## config.mk

```make
export PLATFORM = sky130hd
export DESIGN_NAME = icache_refill
export DESIGN_NICKNAME = d
export VERILOG_FILES = /design/src/rtl/icache_refill.sv
export SDC_FILE = /design/constraint.sdc
export NUM_CORES = 1
export LEC_CHECK = 0
export CELL_PAD_IN_SITES_DETAIL_PLACEMENT = 1
export CELL_PAD_IN_SITES_GLOBAL_PLACEMENT = 2
export CORE_MARGIN = 2
export CORE_UTILIZATION = 28
export DETAILED_ROUTE_END_ITERATION = 8
export PLACE_DENSITY = 0.77
export SYNTH_ARGS = -nofsm -noshare
export SYNTH_HDL_FRONTEND = slang
export SYNTH_SLANG_ARGS = --single-unit
export TNS_END_PERCENT = 1
```

## constraint.sdc

```tcl
create_clock -name clk -period 2.75 [get_ports clk]
set_clock_uncertainty 0.05 [all_clocks]
set_input_delay 0.55 -clock clk [delete_from_list [all_inputs] [get_ports clk]]
set_output_delay 0.55 -clock clk [all_outputs]
set_load 0.05 [all_outputs]
```

## src/rtl/icache_refill.sv

```systemverilog
// Instruction-cache refill engine: turns a line-aligned miss address into one AXI4 INCR
// read burst and assembles the returned beats into a full cache line for the ICache write path.
module icache_refill #(
   parameter int ADDR_WIDTH = 32,
   parameter int WORD_WIDTH = 32,
   parameter int BEATS      = 8,
   parameter int AXI_ID     = 0
) (
   input  logic                        clk,
   input  logic                        rst,
   input  logic                        req_valid,
   output logic                        req_ready,
   input  logic [ADDR_WIDTH-1:0]       req_addr,
   input  logic                        flush,
   output logic                        line_valid,
   output logic [BEATS*WORD_WIDTH-1:0] line_data,
   output logic                        line_err,
   output logic                        arvalid,
   input  logic                        arready,
   output logic [ADDR_WIDTH-1:0]       araddr,
   output logic [7:0]                  arlen,
   output logic [2:0]                  arsize,
   output logic [1:0]                  arburst,
   output logic [3:0]                  arid,
   input  logic                        rvalid,
   output logic                        rready,
   input  logic [WORD_WIDTH-1:0]       rdata,
   input  logic [1:0]                  rresp,
   input  logic                        rlast
);

   localparam int CNT_W = $clog2(BEATS);
   localparam int OFF_W = $clog2(BEATS * WORD_WIDTH / 8);
   localparam logic [ADDR_WIDTH-1:0] OFF_MASK = ADDR_WIDTH'((64'd1 << OFF_W) - 64'd1);

   typedef enum logic [1:0] {IDLE, ADDR, DATA, DONE} state_t;

   state_t           state;
   logic [CNT_W-1:0] beat_cnt;
   logic             err;
   logic             drop;
   logic             line_pend;
   logic             last_slot;
   logic             beat_err;

   assign arlen   = 8'(BEATS - 1);
   assign arsize  = 3'($clog2(WORD_WIDTH / 8));
   assign arburst = 2'b01;
   assign arid    = 4'(AXI_ID);

   // A beat is faulty on a non-OKAY response or when rlast disagrees with the slot position.
   assign last_slot = (beat_cnt == CNT_W'(BEATS - 1));
   assign beat_err  = (rresp != 2'b00) || (rlast != last_slot);

   // A flush arriving in the DONE cycle itself must still hide the line, hence the gate on flush.
   assign line_valid = line_pend && !flush;

   always_ff @(posedge clk) begin
      if (rst) begin
         state     <= IDLE;
         req_ready <= 1'b1;
         arvalid   <= 1'b0;
         rready    <= 1'b0;
         araddr    <= '0;
         line_pend <= 1'b0;
         line_err  <= 1'b0;
         line_data <= '0;
         beat_cnt  <= '0;
         err       <= 1'b0;
         drop      <= 1'b0;
      end else begin
         case (state)
            IDLE: begin
               if (req_valid) begin
                  araddr    <= req_addr & ~OFF_MASK;
                  beat_cnt  <= '0;
                  err       <= 1'b0;
                  drop      <= 1'b0;
                  line_err  <= 1'b0;
                  req_ready <= 1'b0;
                  arvalid   <= 1'b1;
                  state     <= ADDR;
               end
            end
            ADDR: begin
               // The request cannot be withdrawn once raised, so a flush only marks the line as dropped.
               if (flush) drop <= 1'b1;
               if (arready) begin
                  arvalid <= 1'b0;
                  rready  <= 1'b1;
                  state   <= DATA;
               end
            end
            DATA: begin
               if (flush) drop <= 1'b1;
               if (rvalid && rready) begin
                  line_data[int'(beat_cnt)*WORD_WIDTH +: WORD_WIDTH] <= rdata;
                  beat_cnt <= beat_cnt + CNT_W'(1);
                  err      <= err | beat_err;
                  // Stopping at the last slot keeps the counter from wrapping and refuses surplus beats.
                  if (last_slot || rlast) begin
                     rready    <= 1'b0;
                     line_pend <= !(drop || flush);
                     line_err  <= err | beat_err;
                     state     <= DONE;
                  end
               end
            end
            DONE: begin
               line_pend <= 1'b0;
               req_ready <= 1'b1;
               state     <= IDLE;
            end
            default: begin
               state     <= IDLE;
               req_ready <= 1'b1;
               arvalid   <= 1'b0;
               rready    <= 1'b0;
               line_pend <= 1'b0;
            end
         endcase
      end
   end

endmodule

```

Run 1, floorplan with the power grid:
Bar = 50 µm. Pins as bars on the die edge.
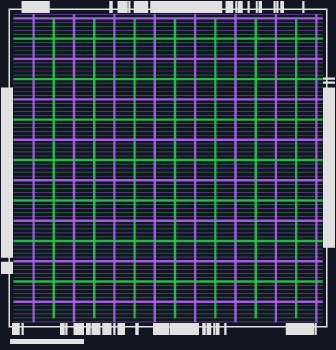
Key: purple = VSS; green = VDD
The core has 76 rows. 383 signal pins sit on the boundary.

Run 1, placed cells, one colour a class:
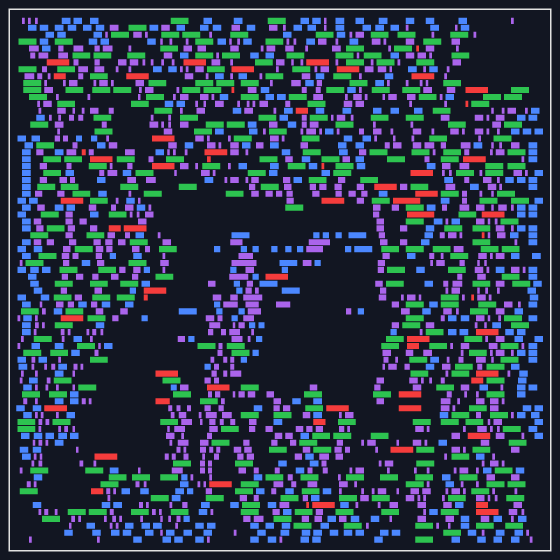
Key: purple = remaining logic cells [cells 840, share of their area 34%]; green = sequential cells [cells 295, share of their area 35%]; blue = remaining buffers and delay cells [cells 399, share of their area 24%]; red = clock drivers and dummy loads [cells 59, share of their area 7.1%]

Run 1, routed clock nets over the placement:
Bar = 50 µm.
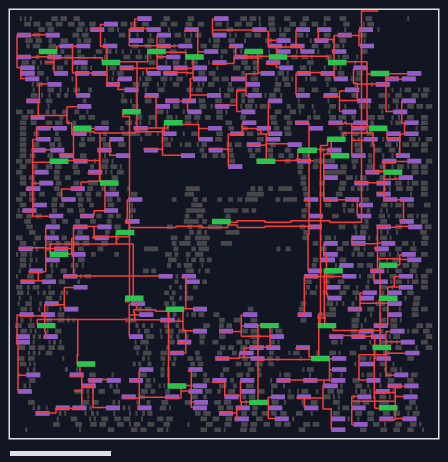
Key: green = clock-net drivers [count 36]; purple = flip-flops [count 295]; red = clock wires [length 4340 µm]
Position of the flops: widely spread. There are 37 routed clock nets.

==> out/qor.yml, run 1 <==
status: "finished, final reports clean"
synth_cell_types: 49
fin_crit_sh_pct: 92.23
grt_pass1_vias: 10950
power_w: 0.01071
drt_iter0_markers: 462
final_hold_viol_count: 0
r2r_cells: 8
report.final.setup_viol: 0
crit_path_max_incr_delay_ns: 0.88
max_clock_freq_ghz: 0.3943
fin_tns_setup_ns: 0
fp.dieH_um: 212.4
dpl.hpwl_mm: 31.28
placed_cells: 2119
htreeDepth: 2
crit_slowest_cell: "clkdlybuf4s50_1"
busiest_layer: "met2"
power-top-group: "clock"
power_density_nw_per_um2: 615.6
powerClk_w: 0.00474
initial_core_util_pct: 28.28
synth.logic.top_family: "simple AND/OR/NAND/NOR gates"
worst-endpoint-arrival_ns: 1.94
die_w_um: 212.4
drt_wl_total_mm: 44.11
wl_met1_mm: 19.32
hold_end: "araddr[17]$_SDFFE_PP0P_"
holdWs_ns: 0.4029
drc: 0
die_area_um2: 45090
leakage_nw: 6.522
gr-total-overflow: 0
numCtsBuffers: 36
synth_area_um2: 12160
nets: 1657
top_area_cell: "dfxtp_1"
top_layer: "met4"
io_pins: 383
top_cells_by_area: "dfxtp_1 49%, mux2i_1 14%, nand2_1 9.7%"
grt_max_degree: 101
grtUsageMet2_pct: 32.28
hold_start: "araddr[17]$_SDFFE_PP0P_"
cts.sinks: 295
fp.coreArea_um2: 42980
met2_length_mm: 20.81
grt_pass1_wl_mm: 66.53
reg2reg_slack_ns: 0.23
wire_per_inst_um: 20.25
crit_start: "rready$_SDFFE_PP0P_"
ant_nets: 0
rsz0062_at_grt: "false"
path_buffers: 1
drv_slew: 0
holdPathStages: 2
hp-class: "flop to flop"
largest_reg_flops: 256
top_cell_area_share_pct: 48.58
crit_fanout: 10
warnings: 40
synthFlopType: "dfxtp_1"
rr_endpoint: "line_data[135]$_SDFFE_PP0P_"
placed_area_um2: 16220
tightest_slew_ns: 0.8353
crit_chain: "clkdlybuf4s50_1"
use_met1_pct: 24.09
final_util_pct: 40.49
stdcell_count: 2178
setup_slack_ns: 0.2137
top_regs: "line_data: 256 flops, araddr: 27 flops, beat_cnt: 3 flops"
path_clk_slew_ns: 0.05
syn_inst: 1246
worstSetupPathType: "flop to output port"
dp_slack_ns: 0.06191
rows: 76
top_register: "line_data"
clk_latency_ns: 0.53
p_comb_share_pct: 13.9
power.clock.fraction_pct: 44.3
peakVddDrop_mv: 0.4088
ys_seq_share_pct: 48.58
layout-drive-gt1-share_pct: 7.596
cp.depth: 1
fin_crit_ns: 2.536
avgViaCountPerCell: 4.734
postCtsSetupBuffers: 0
antennaDiodeCount: 0
mux_share_pct: 16.38
slew_headroom_pct: 44.31
drtPass1Iterations: 4
synthAdderAreaFrac_pct: 1.235
cap_violations: 0
design_area_um2: 17400
-- run 1: timing repair --
action	in CTS	in global routing
endpoints found under the setup margin	0	22
gates resized	0	1
hold endpoints to repair	0	0
hold buffers	0	0
-- run 1: cells in the mapped netlist, types with 2 or more instances --
cell / n
and2_1: 2
nand4_1: 8
o21ai_0: 6
nand2_1: 315
conb_1: 2
nor2b_1: 64
nand4b_1: 34
buf_4: 29
mux2_2: 3
mux2_1: 28
nand2b_1: 2
o311ai_0: 32
nor3_1: 2
nor3_2: 2
buf_2: 29
or2_2: 2
inv_1: 9
a22o_1: 32
o31ai_1: 33
and3_1: 4
mux2i_1: 164
clkbuf_1: 53
dfxtp_1: 295
buf_6: 17
a21oi_1: 41
and4_1: 2
ha_1: 12
nand3_1: 2
buf_1: 2
-- run 1: area by class of cell --
| cell class | instances | area, µm² |
|---|---|---|
| multi-input cells | 830 | 5579 |
| flip-flops and latches | 295 | 5906 |
| clock buffers | 53 | 1087 |
| repair buffers | 399 | 3966 |
| fillers | 4879 | 25580 |
| well taps | 585 | 732.0 |
| clock inverters | 6 | 91.34 |
| inverters | 10 | 42.54 |
-- run 1: cell usage in the layout, fill, tap and decap left out, types with 2 or more instances in the layout --
cell,instances
buf_4,39
nand4b_1,34
ha_1,10
clkbuf_8,8
clkdlybuf4s50_1,353
inv_1,9
mux2_1,28
mux2i_1,164
nor3_1,2
and2_1,2
o311ai_0,32
a21oi_1,40
and4_2,2
bufinv_16,2
conb_1,22
buf_12,7
clkbuf_1,7
mux2_2,3
dfxtp_1,295
and3_2,2
nand2b_1,2
and3_1,2
nor3_4,2
a22o_1,32
nand3_1,2
nor2b_1,63
o21ai_0,6
nand4_1,8
ha_2,2
nand2_1,315
o31ai_1,33
clkinv_2,3
clkbuf_16,38
Run 1, the clock network:
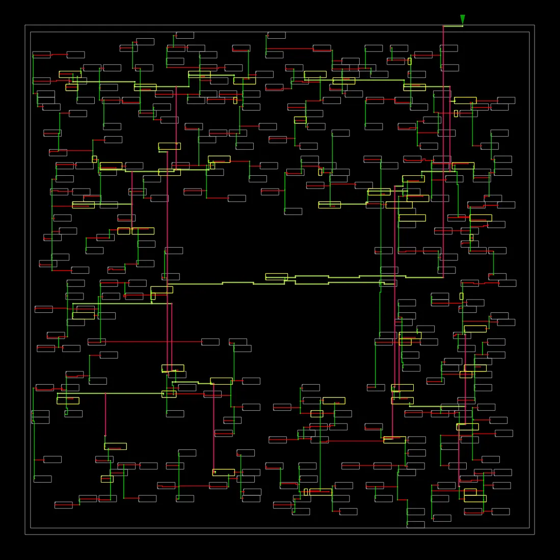

==> run 2: changes to the inputs <==
--- a/config.mk
+++ b/config.mk
@@ -5,10 +5,11 @@
 export SDC_FILE = /design/constraint.sdc
 export NUM_CORES = 1
 export LEC_CHECK = 0
+export ABC_AREA = 1
 export CELL_PAD_IN_SITES_DETAIL_PLACEMENT = 1
 export CELL_PAD_IN_SITES_GLOBAL_PLACEMENT = 2
 export CORE_MARGIN = 2
-export CORE_UTILIZATION = 28
+export CORE_UTILIZATION = 25
 export DETAILED_ROUTE_END_ITERATION = 8
 export PLACE_DENSITY = 0.77
 export SYNTH_ARGS = -nofsm -noshare
Run 2, the clock network:
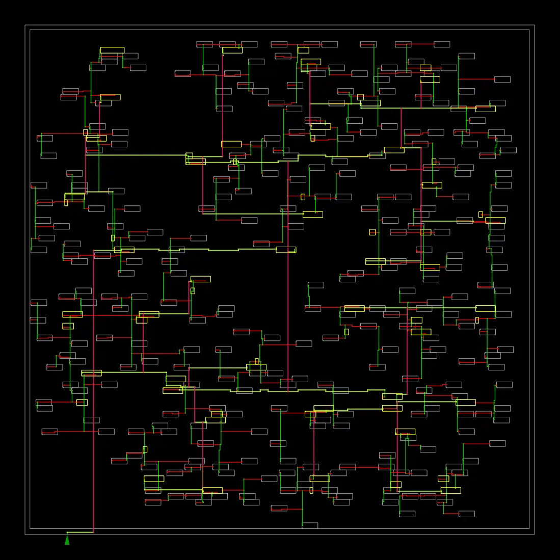
Clk. pwr: 0.00500 W
clk ins delay skew pair: 0.55 ns

Run 2, wiring by layer:
Bar = 50 µm.
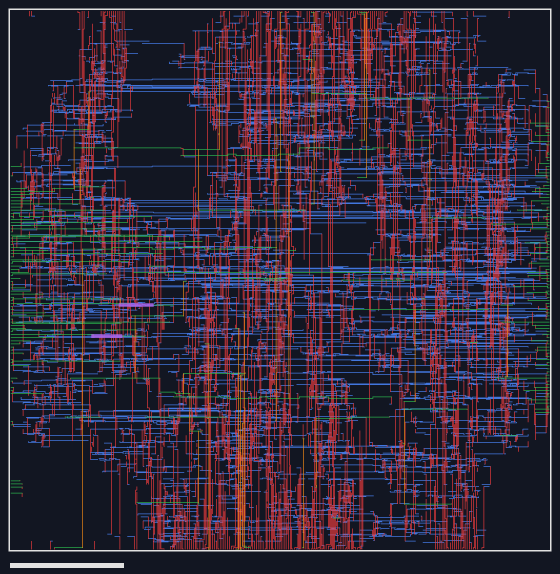
Key: blue = M1 [wire length 24.3 mm]; green = M3 [wire length 2910 µm]; purple = M5 [wire length 25.8 µm]; red = M2 [wire length 26.1 mm]; orange = M4 [wire length 1600 µm]

==> out/qor.yml, run 2 <==
final_hold_viol_count: 0  # unchanged
wire_per_inst_um: 17.54  # -13%
antenna_found_initial: 2
initial_core_util_pct: 25.17  # -3.1 points
crit_fanout: 5  # -5
top_cell: "nor2_1"
reg2reg_slack_ns: 0.42  # +0.19 ns
io_pins: 383  # unchanged
stdcell_count: 3129  # +44%
slew_headroom_pct: 45.94  # +1.6 points
leakage_nw: 8.919  # +37%
worst-endpoint-arrival_ns: 1.82  # -0.12 ns
top_cells_by_area: "dfxtp_1 44%, nor2_1 15%, nand2_1 14%"
synth_area_um2: 13470  # +11%
ys_warn_count: 0
cap_violations: 0  # unchanged
crit_slowest_cell: "clkdlybuf4s50_1"
lay_top_cells: "525 x nor2_1, 509 x nand2_1, 354 x clkdlybuf4s50_1"
ys.flops: 295
place_congestion: 0.7940
crit_path_end_kind: "output port"
ys_seq_share_pct: 43.85  # -4.7 points
layout-drive-gt1-share_pct: 5.674  # -1.9 points
status: "finished, final reports clean"
crit_path_max_incr_delay_ns: 0.87  # about the same
grt_pass1_vias: 13660  # +25%
design_area_um2: 19010  # +9.2%
warnings: 38  # -5.0%
vias: 13590
top_cell_area_share_pct: 43.85  # -4.7 points
placed_cells: 3060  # +44%
synth-edff-count: 0
die_w_um: 236.1  # +11%
nets: 2488  # +50%
post_cts_resized: 0  # unchanged
drv_slew: 0  # unchanged
crit_chain: "clkdlybuf4s50_1"
largest_reg_flops: 256  # unchanged
cts_tree: "built"
fillers: 6641  # +36%
top_register: "line_data"
syn_inst: 2094  # +68%
power_density_nw_per_um2: 757.6  # +23%
tightest_slew_ns: 0.8097  # -0.02559 ns
peakVddDrop_mv: 0.4931  # +21%
drt_wl_total_mm: 54.88  # +24%
fin_crit_ns: 2.421  # -0.1153 ns
final_util_pct: 35.53  # -5.0 points
cts.sinks: 295  # unchanged
hp-class: "flop to flop"
fin_crit_sh_pct: 88.04  # -4.2 points
ctsHoldBuffers: 0  # unchanged
grt_max_degree: 66  # -35%
holdWs_ns: 0.4270  # +0.02411 ns
worstSetupPathType: "flop to output port"
placed_area_um2: 17760  # +9.5%
postCtsSetupBuffers: 0  # unchanged
clock-root-buffer: "clkbuf_16"
rsz0062_at_grt: "false"
top_regs: "line_data: 256 flops, araddr: 27 flops, beat_cnt: 3 flops"
fp.dieH_um: 236.1  # +11%
path_buffers: 1  # unchanged
path_clk_slew_ns: 0.06  # about the same
synth_cell_types: 26  # -47%
report.final.setup_viol: 0  # unchanged
drt_iter0_markers: 606  # +31%
power_w: 0.01440  # +34%
avgViaCountPerCell: 4.344  # -8.2%
yosysCellCount: 2094
ant_nets: 0  # unchanged
drtPass1Iterations: 4  # unchanged
synthFlopType: "dfxtp_1"
grt.total_usage_pct: 19.34
setup_slack_ns: 0.3290  # +0.1153 ns
rows: 85  # +12%
max_clock_freq_ghz: 0.4131  # +4.8%
dpl.hpwl_mm: 39.39  # +26%
clockBufferDepth: 3
fin_tns_setup_ns: 0  # unchanged
common_cells: "526 x nor2_1, 509 x nand2_1, 295 x dfxtp_1, 275 x inv_1, 139 x nand3_1"
die_area_um2: 55740  # +24%
dp_slack_ns: 0.3625  # +0.3006 ns
flop_area_um2: 5906  # unchanged
lay_top_count: "nor2_1"
ys_area_um2: 13470
grt_pass1_wl_mm: 82.43  # +24%
comb_area_um2: 5863  # +5.1%
drc: 0  # unchanged
htreeDepth: 2  # unchanged
gr-total-overflow: 0  # unchanged
top_area_cell: "dfxtp_1"
numCtsBuffers: 37  # +2.8%
fp.coreArea_um2: 53500  # +24%
Run 2, placed cells, one colour a class:
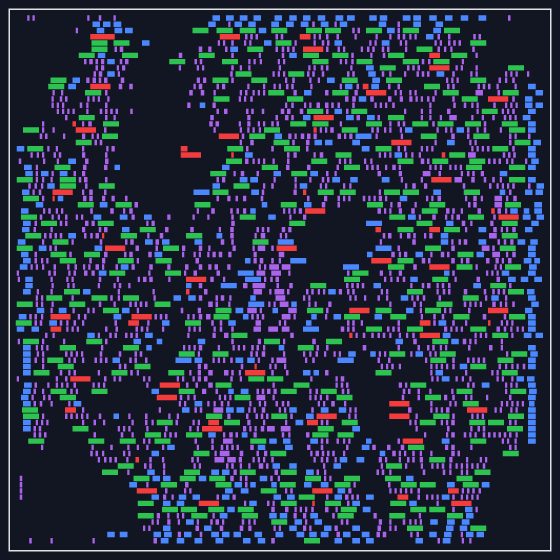
Key: purple = remaining logic cells [cells 1669, share of their area 38%]; red = clock drivers and dummy loads [cells 68, share of their area 6.9%]; green = sequential cells [cells 295, share of their area 33%]; blue = remaining buffers and delay cells [cells 400, share of their area 22%]

==> run 2: netlist changes by cell type in the layout (fill, tap and decap cells not counted), moves of 34 or more <==
| cell | delta |
|---|---|
| inv_1 | +265 |
| nand3_1 | +137 |
| nand2_1 | +194 |
| nor3_1 | +41 |
| nand4b_1 | -34 |
| nor2b_1 | -56 |
| nor2_1 | +524 |
| mux2i_1 | -164 |
==> run 2: logic make-up after synthesis <==
group,Yosys count,share of synthesized area (%)
flip-flops,295,43.85
other,2,0.05577
adder cells (fa/ha/maj),12,1.115
buffers and inverters,430,13.30
AND-OR/OR-AND,106,3.939
AND/OR/NAND/NOR,1249,37.73
==> run 2: worst paths after layout <==
kind	start	endpoint	cells after the start
max	rready$_SDFFE_PP0P_	rready	1
min	line_data[145]$_SDFFE_PP0P_	line_data[145]$_SDFFE_PP0P_	2
max reg2reg	beat_cnt[0]$_SDFFE_PP0P_	line_data[175]$_SDFFE_PP0P_	9
min reg2reg	line_data[145]$_SDFFE_PP0P_	line_data[145]$_SDFFE_PP0P_	2
==> run 2: area by class of cell <==
type,count,share of cell area (%)
antenna,1,0.01316
clock buffer,56,6.049
clock inverter,12,0.4937
inverter,280,5.569
multi-input combinational,1389,30.85
sequential,295,31.07
tap,696,4.581
timing repair buffer,400,21.38
==> run 2: per-layer routing <==
metal	GRT usage, %	routed length [µm]
met4	6.138	1597
met1	23.69	24280
met2	33.09	26070
met3	4.927	2912
met5	0	25
==> run 2: report_power, final <==
part	internal, W	switching [W]
logic	0.00122	0.00361
clock network	0.00298	0.00201
registers	0.00446	0.000118
total	0.00866	0.00574
==> run 3: changes to the inputs <==
--- a/config.mk
+++ b/config.mk
@@ -15,4 +15,4 @@
 export SYNTH_ARGS = -nofsm -noshare
 export SYNTH_HDL_FRONTEND = slang
 export SYNTH_SLANG_ARGS = --single-unit
-export TNS_END_PERCENT = 1
+export TNS_END_PERCENT = 5
Run 3, wiring by layer:
Bar = 50 µm.
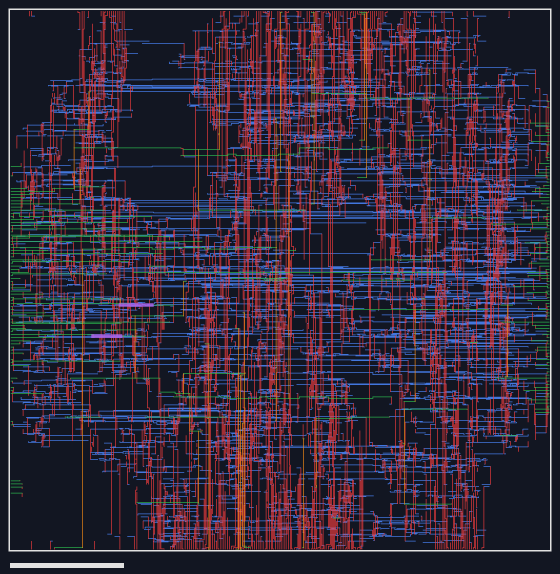
Key: red = M2 [wire length 26.1 mm]; blue = M1 [wire length 24.3 mm]; green = M3 [wire length 2910 µm]; purple = M5 [wire length 25.8 µm]; orange = M4 [wire length 1600 µm]

Run 3, placed cells, one colour a class:
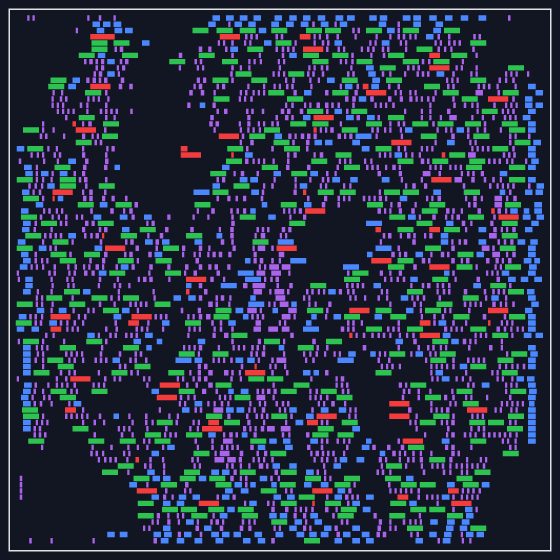
Key: red = clock drivers and dummy loads [cells 68, share of their area 6.9%]; green = sequential cells [cells 295, share of their area 33%]; purple = remaining logic cells [cells 1669, share of their area 38%]; blue = remaining buffers and delay cells [cells 400, share of their area 22%]

Run 3, routed clock nets over the placement:
Bar = 50 µm.
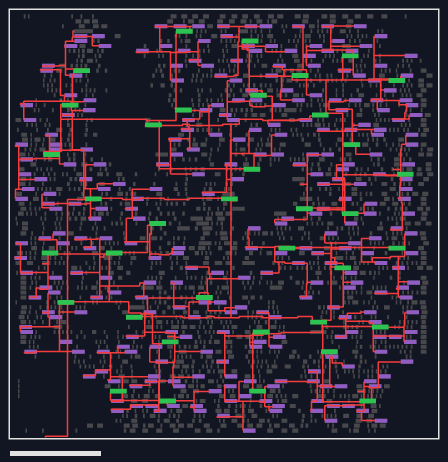
Key: red = clock wires [length 5080 µm]; purple = flip-flops [count 295]; green = clock-net drivers [count 37]
Position of the flops: widely spread. There are 38 routed clock nets.

==> out/qor.yml, run 3 <==
hp-class: "flop to flop"
initial_core_util_pct: 25.17  # unchanged
synth.logic.top_family: "simple AND/OR/NAND/NOR gates"
drt_iter0_markers: 606  # unchanged
lay_top_count: "nor2_1"
grt.total_usage_pct: 19.34  # unchanged
path_clk_slew_ns: 0.06  # about the same
postCtsSetupBuffers: 0  # unchanged
fin_crit_ns: 2.421  # unchanged
dp_slack_ns: 0.3625  # unchanged
hold_start: "line_data[145]$_SDFFE_PP0P_"
synth_area_um2: 13470  # unchanged
stdcell_count: 3129  # unchanged
drt_wl_total_mm: 54.88  # unchanged
rows: 85  # unchanged
top_regs: "line_data: 256 flops, araddr: 27 flops, beat_cnt: 3 flops"
synthFlopType: "dfxtp_1"
final_hold_viol_count: 0  # unchanged
crit_start: "rready$_SDFFE_PP0P_"
top_cells_by_area: "dfxtp_1 44%, nor2_1 15%, nand2_1 14%"
peakVddDrop_mv: 0.4931  # unchanged
ys_async_sr_fraction_pct: 0
grt_max_degree: 66  # unchanged
status: "finished, final reports clean"
nets: 2488  # unchanged
mux_share_pct: 0  # unchanged
ys_seq_share_pct: 43.85  # unchanged
area_delta_synth_final_pct: 41.15
worstSetupPathType: "flop to output port"
fp.coreArea_um2: 53500  # unchanged
power_w: 0.01440  # unchanged
leakage_nw: 8.919  # unchanged
ys_warn_count: 0  # unchanged
cap_violations: 0  # unchanged
ys_area_um2: 13470  # unchanged
synthAdderAreaFrac_pct: 1.115  # unchanged
placed_cells: 3060  # unchanged
drv_slew: 0  # unchanged
ctsHoldBuffers: 0  # unchanged
critPathTopFamily: "buffers and inverters"
cts_tree: "built"
die_w_um: 236.1  # unchanged
crit_required_ns: 2.15
io_pins: 383  # unchanged
crit_fanout: 5  # unchanged
common_cells: "526 x nor2_1, 509 x nand2_1, 295 x dfxtp_1, 275 x inv_1, 139 x nand3_1"
clk_latency_ns: 0.55  # about the same
avgViaCountPerCell: 4.344  # unchanged
htreeDepth: 2  # unchanged
top_register: "line_data"
drtPass1Iterations: 4  # unchanged
lay_top_cells: "525 x nor2_1, 509 x nand2_1, 354 x clkdlybuf4s50_1"
numCtsBuffers: 37  # unchanged
power_density_nw_per_um2: 757.6  # unchanged
final_util_pct: 35.53  # unchanged
crit_chain: "clkdlybuf4s50_1"
syn_avg_cell_area_um2: 6.431
top_area_cell: "dfxtp_1"
io_buffers: 355
clock-root-buffer: "clkbuf_16"
top_cell: "nor2_1"
simple_gate_area_share_pct: 37.73  # unchanged
top_cell_area_share_pct: 43.85  # unchanged
ys.flops: 295  # unchanged
place_congestion: 0.7940  # unchanged
wire_per_inst_um: 17.54  # unchanged
slew_headroom_pct: 45.94  # unchanged
largest_reg_flops: 256  # unchanged
ys_sh_aoi_pct: 3.939  # unchanged
syn_inst: 2094  # unchanged
synth-edff-count: 0  # unchanged
yosysCellCount: 2094  # unchanged
cts.sinks: 295  # unchanged
path_buffers: 1  # unchanged
clockBufferDepth: 3  # unchanged
reg2reg_from: "beat_cnt[0]$_SDFFE_PP0P_"
worst-endpoint-arrival_ns: 1.82  # about the same
drc: 0  # unchanged
grt_pass1_vias: 13660  # unchanged
crit_path_max_incr_delay_ns: 0.87  # about the same
grt_pass1_wl_mm: 82.43  # unchanged
dpl.hpwl_mm: 39.39  # unchanged
max_clock_freq_ghz: 0.4131  # unchanged
warnings: 38  # unchanged
layout-drive-gt1-share_pct: 5.674  # unchanged
ant_nets: 0  # unchanged
fin_crit_sh_pct: 88.04  # unchanged
post_cts_resized: 0  # unchanged
report.final.setup_viol: 0  # unchanged
vias: 13590  # unchanged
rsz0062_at_grt: "false"
worstSetupStartpointType: "flop"
fin_tns_setup_ns: 0  # unchanged
fp.dieH_um: 236.1  # unchanged
tightest_slew_ns: 0.8097  # unchanged
antenna_found_initial: 2  # unchanged
xor_share_pct: 0  # unchanged
crit_path_end_kind: "output port"
gr-total-overflow: 0  # unchanged
setup_slack_ns: 0.3290  # unchanged
synth_cell_types: 26  # unchanged
crit_slowest_cell: "clkdlybuf4s50_1"
die_area_um2: 55740  # unchanged
run 3: cell counts in the layout (fill, tap and decap cells not counted):
Identical to the previous run, type by type.
run 3: cells by family (layout without fill, tap and decap cells):
logic type,count (synthesis),in the layout
AND-OR/OR-AND,106,106
adder cells (fa/ha/maj),12,12
buffers and inverters,430,748
flip-flops,295,295
other,2,23
AND/OR/NAND/NOR,1249,1249
run 3: worst paths after layout:
| path | slack, ns | to | cells past startpoint |
|---|---|---|---|
| worst min-delay path | 0.43 | line_data[145]$_SDFFE_PP0P_ | 2 |
| worst max register to register | 0.42 | line_data[175]$_SDFFE_PP0P_ | 9 |
| worst max-delay path | 0.33 | rready | 1 |
| worst min register to register | 0.43 | line_data[145]$_SDFFE_PP0P_ | 2 |
run 3: metrics by stage:
| step | instance area [µm²] | hold slack [ns] |
|---|---|---|
| after floorplan | 13540 | 0.3846 |
| after global placement | 17760 | 0.4047 |
| after detailed placement | 17760 | 0.4204 |
| after CTS | 19010 | 0.4314 |
| after global routing | 19010 | 0.4595 |
| final | 19010 | 0.4270 |
run 3: report_power, final:
group          internal, W  leakage [nW]  total (W)  switching [W]
Clock              0.00298         0.617    0.00500        0.00201
Sequential         0.00446          2.38    0.00457       0.000118
Combinational      0.00122          5.92    0.00483        0.00361
run 3: cell type report:
cell class / count / area, µm²
flip-flops and latches: 295 / 5906
clock buffers: 56 / 1150
well taps: 696 / 870.8
fillers: 6641 / 34490
repair buffers: 400 / 4064
inverters: 280 / 1059
diodes: 1 / 2.502
multi-input cells: 1389 / 5863
clock inverters: 12 / 93.84
run 3: per-layer routing:
layer  global-route usage (%)  vias to the layer above  share of wire, %
met4                    6.138                        4               2.9
met2                    33.09                      271                48
met5                        0                        -             0.046
met1                    23.69                     6424                44
met3                    4.927                       75               5.3
li1                         -                     6817                 -
Power and IR drop assume default switching activity.
